Design fetch_redirect, sky130hd; sources not shown.
Fig. 1: run 1, logic cells by family
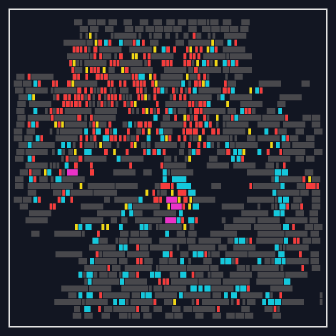
legend:
  aoi and oai cells:
    color: cyan
    cells: 140
    most_used: o21ai_1
    where: spread over the die
  nand cells:
    color: red
    cells: 259
    most_used: nand2_1
  fa/ha/maj cells:
    color: magenta
    cells: 4
    most_used: ha_1
    where: middle
  inv cells:
    color: yellow
    cells: 56
    most_used: inv_1
Layout Cells excl Fill: 1,117
most frequent logic cell in the layout: nand2_1
logic share of the area: 0.294

Fig. 2: run 1, cell classes on the final placement
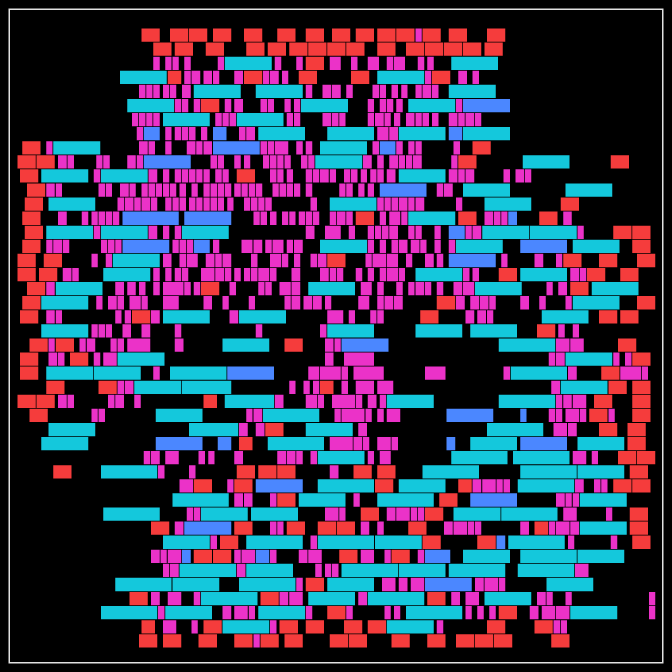
legend:
  clock drivers and dummy loads:
    color: blue
    cells: 32
    share_of_their_area: 6.7%
  registers:
    color: cyan
    cells: 128
    share_of_their_area: 40%
  remaining buffers and delay cells:
    color: red
    cells: 170
    share_of_their_area: 20%
  remaining logic cells:
    color: magenta
    cells: 603
    share_of_their_area: 33%
Post-Route Utilization: 0.581
std cell rows: 44

Fig. 3: run 1, clock network drawn from the DEF
Bar = 50 µm.
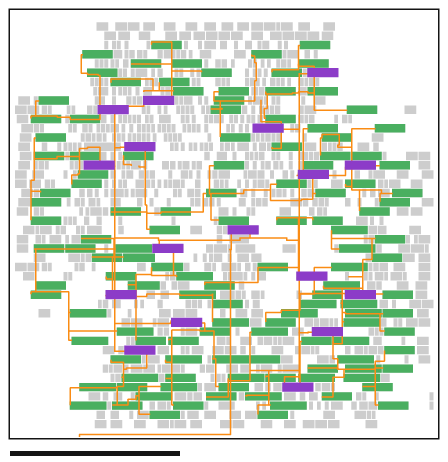
legend:
  flip-flops:
    color: green
    count: 128
  clock wires:
    color: orange
    length: 1,720 µm
  clock-net drivers:
    color: purple
    count: 17
flops lie: spread over the die
Clk Latency, worst-skew pair: 0.42 ns
Final Skew: 0.00596 ns

Fig. 4: run 1, sequential cells colored by netlist name
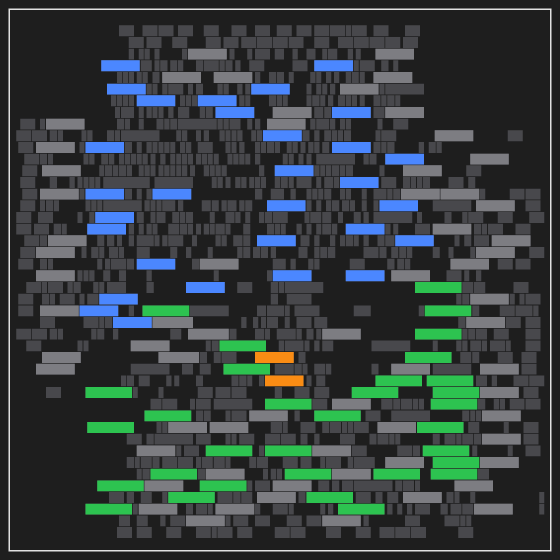
legend:
  skid_q:
    color: green
    sequential_cells: 32
  state_q:
    color: orange
    sequential_cells: 2
  imem_addr:
    color: blue
    sequential_cells: 30
not colored: 64
sequential cell area share: 0.393
Storage cell area: 3370 µm²
seq pwr: 1.03 mW

==> impl_metrics.env <==
# flow metrics
export IMPL_syn_avg_cell_area_um2=8.23
export IMPL_yosysTopAreaCell="dfrtp_1"
export IMPL_wl_um=18400
export IMPL_topCellsByArea="dfrtp_1 (37%), edfxtp_1 (15%), nand2_1 (13%)"
export IMPL_synth_edff_count=32
export IMPL_max_slew_margin=0.380
export IMPL_ios=171
export IMPL_drtIter0Drc=503
export IMPL_yosysChipArea_um2=6290
export IMPL_yosysCellCount=765
export IMPL_antenna_left=0
export IMPL_period_needed_ns=3.53
export IMPL_post_synth_top_count_cell="nand2_1"
export IMPL_power_density_cell_area_nw_per_um2=308
export IMPL_cp_required_ns=5.76
export IMPL_cts_hold_fix_buffers=0
export IMPL_dp_cells=1085
export IMPL_reg2reg_slack_ns=4.38
export IMPL_arrival_ns=2.52
export IMPL_worst_pin_slew_ns=0.928
export IMPL_max_freq_mhz=283
export IMPL_cts_sink_count=128
export IMPL_cts_root_buf="clkbuf_16"
export IMPL_core_um2=14800
export IMPL_grt_pass1_vias=5617
export IMPL_routedWlPerCell_um=16.5
export IMPL_finalHoldViolCount=0
export IMPL_hold_path_cell_count=2
export IMPL_slew_viol_final=0
export IMPL_netlist_area_um2=6290
export IMPL_cts_tree="built"
export IMPL_r2r_cells=7
export IMPL_status="finished, final reports clean"
export IMPL_nNetsFinal=996
export IMPL_grt_pass1_wl_um=29000
export IMPL_yosys_area_top_type_share=0.370
export IMPL_post_route_cells_drive_above_1_share=0.0793
export IMPL_synth_warnings=0
export IMPL_die_y_um=126
export IMPL_crit_path_end_kind="output port"
export IMPL_tns_ns=0
export IMPL_post_cts_resized=0
export IMPL_log_warning_count=30
export IMPL_ys_seq_frac=0.535
export IMPL_chipWidth_um=126
export IMPL_clk_path_buf_depth=2
export IMPL_cp_start_kind="input pin"
export IMPL_grt_use_total=0.235
export IMPL_ir_drop_v=0.000194
export IMPL_portBuffers=164
export IMPL_rsz0062_at_grt="no"
export IMPL_gp_congestion=0.897
export IMPL_clk_pin_slew_ns=0.05
export IMPL_cts_max_level=4
export IMPL_ys_ff=128
export IMPL_drc=0
export IMPL_areaGrowthSynthToFinish_pct=36.2
export IMPL_maxCapViolations=0
export IMPL_hold_class="reg -> reg"
export IMPL_async_flop_share=0.750
export IMPL_ff_type="dfrtp_1"
export IMPL_dpl_hpwl_um=12500
export IMPL_fp_util=0.426
## run 1: cells by family after synthesis
family | after synthesis | synth area share
compound gates | 140 | 0.130
fa+ha+maj | 4 | 0.00795
simple gates | 397 | 0.257
buf+inv | 93 | 0.0664
other cells | 1 | 0.000596
flops | 128 | 0.535
xor+xnor | 2 | 0.00278
## run 1: report_power, final
group | internal, mW | switching (mW) | leakage, nW
Combinational | 0.347 | 0.388 | 1.86
Sequential | 0.916 | 0.118 | 1.53
Clock | 0.513 | 0.353 | 0.266
## run 1: placed cells by master (no fill, tap or decap), types with 2 or more instances in the layout
cell type        count
clkinv_2             4
clkbuf_16           17
xor2_1               2
nand2_1            217
a21oi_4              2
clkinvlp_4           4
nand4_1              2
nor2_2              10
nor2_4               2
dfrtp_1             93
clkinv_4             2
o21ai_1             42
nand3_1             34
a21oi_1             39
o211ai_1             3
dfstp_2              3
o21ai_0             20
nand2_4              2
inv_1               48
ha_1                 4
conb_1               4
clkdlybuf4s50_1    163
nand2_2              2
inv_2                8
inv_6                2
or2_2                5
nor2_1             120
buf_4                7
o31ai_1             30
edfxtp_1            32
## run 1: stage by stage
stage	instance area (µm²)	hold WS, ns	setup slack, ns	total power [mW]
6_report	8570	0.479	3.25	2.64
5_1_grt	8570	0.512	3.14	2.77
4_1_cts	8570	0.480	3.24	2.65
3_5_place_dp	8010	0.465	3.09	1.77
3_3_place_gp	8010	0.463	3.09	1.76
2_1_floorplan	6300	0.478	3.52	1.38
## run 1: critical path, cell delays in order
cell and delay [ns]:
clkdlybuf4s50_1 0.46, nand2_1 0.08, nand2_4 0.25, inv_2 0.06, nor2_1 0.10, clkdlybuf4s50_1 0.54
## run 1: layout make-up
class	instances	area, µm²	area share
inverter	56	210	0.0245
clock buffer	19	443	0.0517
tap	184	230	0.0269
clock inverter	13	115	0.0134
multi-input combinational	547	2520	0.294
sequential	128	3370	0.393
timing repair buffer	170	1680	0.196
## run 1: per-layer routing
layer / track usage / vias up / share of wire
li1: - / 2793 / -
met1: 0.314 / 2772 / 0.43
met2: 0.372 / 268 / 0.47
met3: 0.0518 / 33 / 0.079
met4: 0.0943 / 0 / 0.023
met5: 0 / - / 0
Power figures rest on the tool's default switching activity, not on a simulated workload.
